==> src/rtl/vga_list_pkg.sv <==
// Shared definitions for the VGA display-list format: terminator word, pointer
// address, writer FSM states and the bit fields of the three command words.
package vga_list_pkg;

   localparam logic [15:0] LIST_TERM = 16'hFFFF;
   localparam int          PTR_ADDR  = 0;

   typedef enum logic [2:0] {
      IDLE,
      COORD,
      COL,
      DIM,
      TERM,
      PTR,
      CLR
   } listState_e;

   // Field positions inside the coord, col and dim words; the list reader decodes the same slices.
   localparam int COORD_X_LSB    = 0;
   localparam int COORD_X_MSB    = 7;
   localparam int COORD_Y_LSB    = 9;
   localparam int COORD_Y_MSB    = 15;
   localparam int COL_ASCII_LSB  = 8;
   localparam int COL_ASCII_MSB  = 15;
   localparam int COL_TEXT_LSB   = 6;
   localparam int COL_TEXT_MSB   = 7;
   localparam int COL_COLOUR_LSB = 0;
   localparam int COL_COLOUR_MSB = 5;
   localparam int DIM_W_LSB      = 0;
   localparam int DIM_W_MSB      = 7;
   localparam int DIM_H_LSB      = 8;
   localparam int DIM_H_MSB      = 15;

   function automatic logic isTermWord(input logic [15:0] word);
      return word == LIST_TERM;
   endfunction

endpackage

==> src/rtl/vga_list_writer_if.sv <==
// Command handshake from the CPU side plus the write port into the dual-port
// VGA memory. The master is the environment/CPU side, the slave is the list writer.
interface vga_list_writer_if #(
   parameter int ADDR_W = 10
);

   logic              cmd_valid;
   logic              cmd_ready;
   logic [15:0]       cmd_coord;
   logic [15:0]       cmd_col;
   logic [15:0]       cmd_dim;

   logic [ADDR_W-1:0] mem_addr;
   logic [15:0]       mem_wdata;
   logic              mem_we;

   modport master (
      output cmd_valid,
      output cmd_coord,
      output cmd_col,
      output cmd_dim,
      input  cmd_ready,
      input  mem_addr,
      input  mem_wdata,
      input  mem_we
   );

   modport slave (
      input  cmd_valid,
      input  cmd_coord,
      input  cmd_col,
      input  cmd_dim,
      output cmd_ready,
      output mem_addr,
      output mem_wdata,
      output mem_we
   );

endinterface

==> src/rtl/vga_list_writer.sv <==
// Serialises draw commands into the VGA display list and publishes it through word 0.
// Define VGA_LIST_AUTOTERM_EN to keep the list terminated (and published) after every command.
module vga_list_writer
   import vga_list_pkg::*;
#(
   parameter int ADDR_W      = 10,
   parameter int BASE        = 1,
   parameter int DEPTH       = 1024,
   parameter int MAX_ENTRIES = (DEPTH - BASE - 1) / 3
) (
   input  logic              clk,
   input  logic              reset,
   vga_list_writer_if.slave  bus,
   input  logic              commit_i,
   input  logic              clear_i,
   output logic              busy_o,
   output logic              full_o,
   output logic [ADDR_W-1:0] count_o,
   output logic              err_o
);

   localparam logic [ADDR_W-1:0] BASE_A = ADDR_W'(BASE);
   localparam logic [ADDR_W-1:0] MAX_A  = ADDR_W'(MAX_ENTRIES);
   localparam logic [ADDR_W-1:0] PTR_A  = ADDR_W'(PTR_ADDR);

   listState_e        state_q, state_d;
   logic [ADDR_W-1:0] wrPtr_q, wrPtr_d;
   logic [ADDR_W-1:0] count_q, count_d;
   logic              err_q, err_d;
   logic [15:0]       col_q, dim_q;

   logic              memWe_q, memWe_d;
   logic [ADDR_W-1:0] memAddr_q, memAddr_d;
   logic [15:0]       memWdata_q, memWdata_d;

   logic              full;
   logic              cmdReady;
   logic              cmdFire;
   logic              cmdBad;

`ifdef VGA_LIST_AUTOTERM_EN
   logic              live_q, live_d;
   logic              fromCommit_q, fromCommit_d;
`endif

   assign full     = (count_q == MAX_A);
   assign cmdReady = (state_q == IDLE) && !full && !clear_i && !commit_i;
   assign cmdFire  = bus.cmd_valid && cmdReady;
   assign cmdBad   = isTermWord(bus.cmd_coord) || isTermWord(bus.cmd_col) ||
                     isTermWord(bus.cmd_dim);

   assign bus.cmd_ready = cmdReady;
   assign bus.mem_we    = memWe_q;
   assign bus.mem_addr  = memAddr_q;
   assign bus.mem_wdata = memWdata_q;

   assign busy_o  = (state_q != IDLE);
   assign full_o  = full;
   assign count_o = count_q;
   assign err_o   = err_q;

   // State, bookkeeping and the registered memory port all advance together.
   always_ff @(posedge clk or posedge reset) begin
      if (reset) begin
         state_q      <= IDLE;
         wrPtr_q      <= BASE_A;
         count_q      <= '0;
         err_q        <= 1'b0;
         col_q        <= '0;
         dim_q        <= '0;
         memWe_q      <= 1'b0;
         memAddr_q    <= '0;
         memWdata_q   <= '0;
`ifdef VGA_LIST_AUTOTERM_EN
         live_q       <= 1'b0;
         fromCommit_q <= 1'b0;
`endif
      end else begin
         state_q      <= state_d;
         wrPtr_q      <= wrPtr_d;
         count_q      <= count_d;
         err_q        <= err_d;
         memWe_q      <= memWe_d;
         memAddr_q    <= memAddr_d;
         memWdata_q   <= memWdata_d;
`ifdef VGA_LIST_AUTOTERM_EN
         live_q       <= live_d;
         fromCommit_q <= fromCommit_d;
`endif
         if (cmdFire) begin
            col_q <= bus.cmd_col;
            dim_q <= bus.cmd_dim;
         end
      end
   end

   // Next state: IDLE arbitrates clear over commit over a new command; every other state lasts one cycle.
   always_comb begin
      state_d = state_q;
      wrPtr_d = wrPtr_q;
      count_d = count_q;
      err_d   = err_q;
`ifdef VGA_LIST_AUTOTERM_EN
      live_d       = live_q;
      fromCommit_d = fromCommit_q;
`endif
      unique case (state_q)
         IDLE: begin
`ifdef VGA_LIST_AUTOTERM_EN
            fromCommit_d = commit_i && !clear_i;
`endif
            if (clear_i) begin
               state_d = CLR;
            end else if (commit_i) begin
               state_d = TERM;
            end else if (cmdFire) begin
               if (cmdBad) begin
                  err_d = 1'b1;
               end else begin
                  state_d = COORD;
               end
            end
         end
         COORD: state_d = COL;
         COL:   state_d = DIM;
         DIM: begin
            wrPtr_d = wrPtr_q + ADDR_W'(3);
            count_d = count_q + ADDR_W'(1);
`ifdef VGA_LIST_AUTOTERM_EN
            state_d = TERM;
`else
            state_d = IDLE;
`endif
         end
         TERM: begin
`ifdef VGA_LIST_AUTOTERM_EN
            state_d = (fromCommit_q || !live_q) ? PTR : IDLE;
`else
            state_d = PTR;
`endif
         end
         PTR: begin
`ifdef VGA_LIST_AUTOTERM_EN
            live_d = 1'b1;
`endif
            state_d = IDLE;
         end
         CLR: begin
            wrPtr_d = BASE_A;
            count_d = '0;
            err_d   = 1'b0;
`ifdef VGA_LIST_AUTOTERM_EN
            live_d  = 1'b0;
`endif
            state_d = IDLE;
         end
         default: state_d = IDLE;
      endcase
   end

   // Memory write for the state being entered, so the port is registered yet lines up with that state.
   always_comb begin
      memWe_d    = 1'b0;
      memAddr_d  = '0;
      memWdata_d = '0;
      unique case (state_d)
         COORD: begin
            memWe_d    = 1'b1;
            memAddr_d  = wrPtr_q;
            memWdata_d = bus.cmd_coord;
         end
         COL: begin
            memWe_d    = 1'b1;
            memAddr_d  = wrPtr_q + ADDR_W'(1);
            memWdata_d = col_q;
         end
         DIM: begin
            memWe_d    = 1'b1;
            memAddr_d  = wrPtr_q + ADDR_W'(2);
            memWdata_d = dim_q;
         end
         TERM: begin
            memWe_d    = 1'b1;
            memAddr_d  = wrPtr_d;
            memWdata_d = LIST_TERM;
         end
         PTR: begin
            memWe_d    = 1'b1;
            memAddr_d  = PTR_A;
            memWdata_d = 16'(BASE);
         end
         CLR: begin
            memWe_d    = 1'b1;
            memAddr_d  = PTR_A;
            memWdata_d = 16'h0000;
         end
         default: begin
            memWe_d    = 1'b0;
            memAddr_d  = '0;
            memWdata_d = '0;
         end
      endcase
   end

endmodule

==> src/flat_wrapper.sv <==
// flat-port wrapper written by rule: the top's interface ports become plain ports
module vga_list_writer_flat import vga_list_pkg::*;
#(
   parameter int ADDR_W      = 10,
   parameter int BASE        = 1,
   parameter int DEPTH       = 1024,
   parameter int MAX_ENTRIES = (DEPTH - BASE - 1) / 3
)
  (clk, reset, commit_i, clear_i, busy_o, full_o, count_o, err_o, bus_cmd_valid, bus_cmd_coord, bus_cmd_col, bus_cmd_dim, bus_cmd_ready, bus_mem_addr, bus_mem_wdata, bus_mem_we);
  vga_list_writer_if #(.ADDR_W(ADDR_W)) bus_i ();
  input  logic clk;
  input  logic reset;
  input  logic commit_i;
  input  logic clear_i;
  output logic busy_o;
  output logic full_o;
  output logic [ADDR_W-1:0] count_o;
  output logic err_o;
  input wire logic [$bits(bus_i.cmd_valid)-1:0] bus_cmd_valid;
  input wire logic [$bits(bus_i.cmd_coord)-1:0] bus_cmd_coord;
  input wire logic [$bits(bus_i.cmd_col)-1:0] bus_cmd_col;
  input wire logic [$bits(bus_i.cmd_dim)-1:0] bus_cmd_dim;
  output wire logic [$bits(bus_i.cmd_ready)-1:0] bus_cmd_ready;
  output wire logic [$bits(bus_i.mem_addr)-1:0] bus_mem_addr;
  output wire logic [$bits(bus_i.mem_wdata)-1:0] bus_mem_wdata;
  output wire logic [$bits(bus_i.mem_we)-1:0] bus_mem_we;
  assign bus_i.cmd_valid = bus_cmd_valid;
  assign bus_i.cmd_coord = bus_cmd_coord;
  assign bus_i.cmd_col = bus_cmd_col;
  assign bus_i.cmd_dim = bus_cmd_dim;
  assign bus_cmd_ready = bus_i.cmd_ready;
  assign bus_mem_addr = bus_i.mem_addr;
  assign bus_mem_wdata = bus_i.mem_wdata;
  assign bus_mem_we = bus_i.mem_we;
  vga_list_writer #(.ADDR_W(ADDR_W), .BASE(BASE), .DEPTH(DEPTH), .MAX_ENTRIES(MAX_ENTRIES)) u_core (.clk(clk), .reset(reset), .bus(bus_i), .commit_i(commit_i), .clear_i(clear_i), .busy_o(busy_o), .full_o(full_o), .count_o(count_o), .err_o(err_o));
endmodule
==> config.mk <==
export PLATFORM = sky130hd
export DESIGN_NAME = vga_list_writer_flat
export DESIGN_NICKNAME = d
export VERILOG_FILES = /design/src/rtl/vga_list_pkg.sv /design/src/rtl/vga_list_writer_if.sv /design/src/rtl/vga_list_writer.sv /design/src/flat_wrapper.sv
export SDC_FILE = /design/constraint.sdc
export NUM_CORES = 1
export LEC_CHECK = 0
export CORE_UTILIZATION = 50
export CTS_CLUSTER_DIAMETER = 100
export CTS_CLUSTER_SIZE = 25
export DETAILED_ROUTE_END_ITERATION = 8
export PLACE_DENSITY = 0.77
export RECOVER_POWER = 50
export SYNTH_ARGS = -nofsm -noshare
export SYNTH_HDL_FRONTEND = slang
export SYNTH_SLANG_ARGS = --single-unit
==> constraint.sdc <==
create_clock -name clk -period 3.3 [get_ports clk]
set_input_delay 0.33 -clock clk [delete_from_list [all_inputs] [get_ports clk]]
set_output_delay 0.33 -clock clk [all_outputs]
set_load 0.05 [all_outputs]
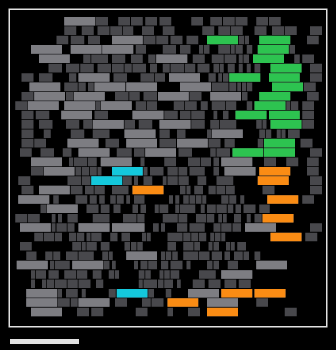
Figure 1: sequential cells colored by netlist name.
Bar = 20 um.
Key: green = u_core.bus.mem_wdata [placed flops 16]; cyan = u_core.state_q [placed flops 3]; orange = u_core.bus.mem_addr [placed flops 10]
Another 54 sequential cells are not colored.
Final Util: 0.6735
flop share of the area: 0.3973
flip-flop and latch power: 1630 uW
FF/Latch Area: 2078 um^2

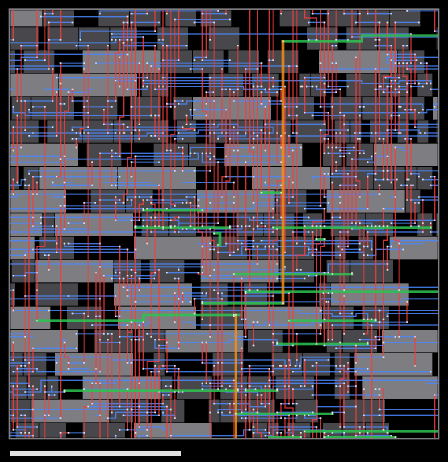
Figure 2: a small window of the routed layout.
Bar = 20 um. Region (21, 39) to (71, 89) um. Cells in gray, sequential cells in the stronger gray; small squares are vias.
Key: green = met3; red = met2; blue = met1; orange = met4
Netlist names of flops here include u_core.dim_q (16), u_core.col_q (7), u_core.bus.mem_wdata (4). Sequential cells in the window: 33. Most frequent: dfrtp_1 (33), clkdlybuf4s50_1 (32), mux2_2 (18). 176 logic cells have their middle in the window.

==> impl_metrics.env <==
# implementation run metrics
export IMPL_met2_usage=0.3847
export IMPL_comb_cells=248
export IMPL_place_gp_congestion=0.8859
export IMPL_p_int_uw=2411
export IMPL_synth_edff_count=0
export IMPL_final_cell_mix="clkdlybuf4s50_1, dfrtp_1, o21ai_0"
export IMPL_clock_power_uw=665
export IMPL_avgViaCountPerCell=5.877
export IMPL_critical_path_max_fanout=9
export IMPL_max_cap_viol_count=1
export IMPL_place_area_um2=5074
export IMPL_drcViolationCount=0
export IMPL_endpoint="bus_cmd_ready"
export IMPL_clockBufferDepth=2
export IMPL_p_leak_uw=0.002187
export IMPL_synth_cells=377
export IMPL_syn_area_um2=4020
export IMPL_p_comb_frac=0.458
export IMPL_rrSetupSlack_ns=0.78
export IMPL_wl_met1_um=4859
export IMPL_dr_max_layer_used="met4"
export IMPL_die_area_um2=8402
export IMPL_synth_most_common_cell="dfrtp_1"
export IMPL_synth_area_yosys_um2=4020
export IMPL_first_pass_iters=5
export IMPL_ff_count=83
export IMPL_busiest_layer="met2"
export IMPL_ys_sh_mux=0.09493
export IMPL_clk_pin_slew_worst_paths_ns=0.09
export IMPL_numPortBuffers=93
export IMPL_start_kind="register"
export IMPL_p_sw_uw=1829
export IMPL_clock_buffers=10
export IMPL_criticalPathCategory="register to output pin"
export IMPL_place_ws_ns=0.5775
export IMPL_ctsHoldBuffers=0
export IMPL_clock_fmax_mhz=341.6
export IMPL_hold_violations=0
export IMPL_period_used=0.8870
export IMPL_worst_path_stages=6
export IMPL_rows=32
export IMPL_die_h_um=91.67
export IMPL_cts_tree="yes"
export IMPL_crit_family="buffers and inverters"
export IMPL_fin_cells=575
export IMPL_violations="capacitance limit, slew limit"
export IMPL_met3_length_um=527
export IMPL_grt_use_met3=0.05058
export IMPL_clk_root_buffer_cell="clkbuf_8"
export IMPL_yosys_warnings=0
export IMPL_fin_worst_skew_ns=0.01515
export IMPL_fin_ws_ns=0.3730
export IMPL_fin_nets=527
export IMPL_outcome="finished, violations left"
export IMPL_grt_pass1_wl_um=16630
export IMPL_numSynthFlops=83
export IMPL_power_group_top="combinational logic"
export IMPL_grt_pass1_vias=3223
export IMPL_fin_tns_setup_ns=0
export IMPL_antenna_found_initial=0
export IMPL_die_x_um=91.67
export IMPL_final_layout_size_suffix_gt1_frac=0.1247
export IMPL_lay_top_count="clkdlybuf4s50_1"
export IMPL_p_clk_frac=0.157
export IMPL_num_io_pins=94
export IMPL_n_all_buffers=101
export IMPL_power_uw=4240
export IMPL_p_comb_uw=1940
export IMPL_ir_drop_mv=0.4773
export IMPL_slew_viol_final=80
export IMPL_syn_to_final_growth_pct=30.13
export IMPL_p_sw_frac=0.4315
export IMPL_rsz0062_at_grt="no"
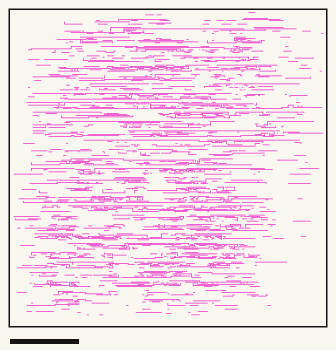
Figure 3: metal 1.
Bar = 20 um.
The longest straight run is 42.3 um. 462 nets have wire on it. The layer carries 4860 um of wire.
Total Routed Length: 10270 um
M1 GR Usage: 0.3840
vias: 3379

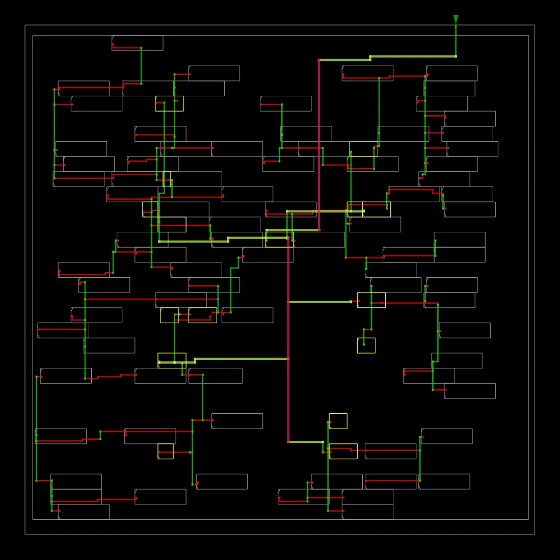
Figure 4: the clock network.
cts bufs inserted: 9
clk ins delay skew pair: 0.36 ns
clk sinks: 83

Power and IR drop assume default switching activity.
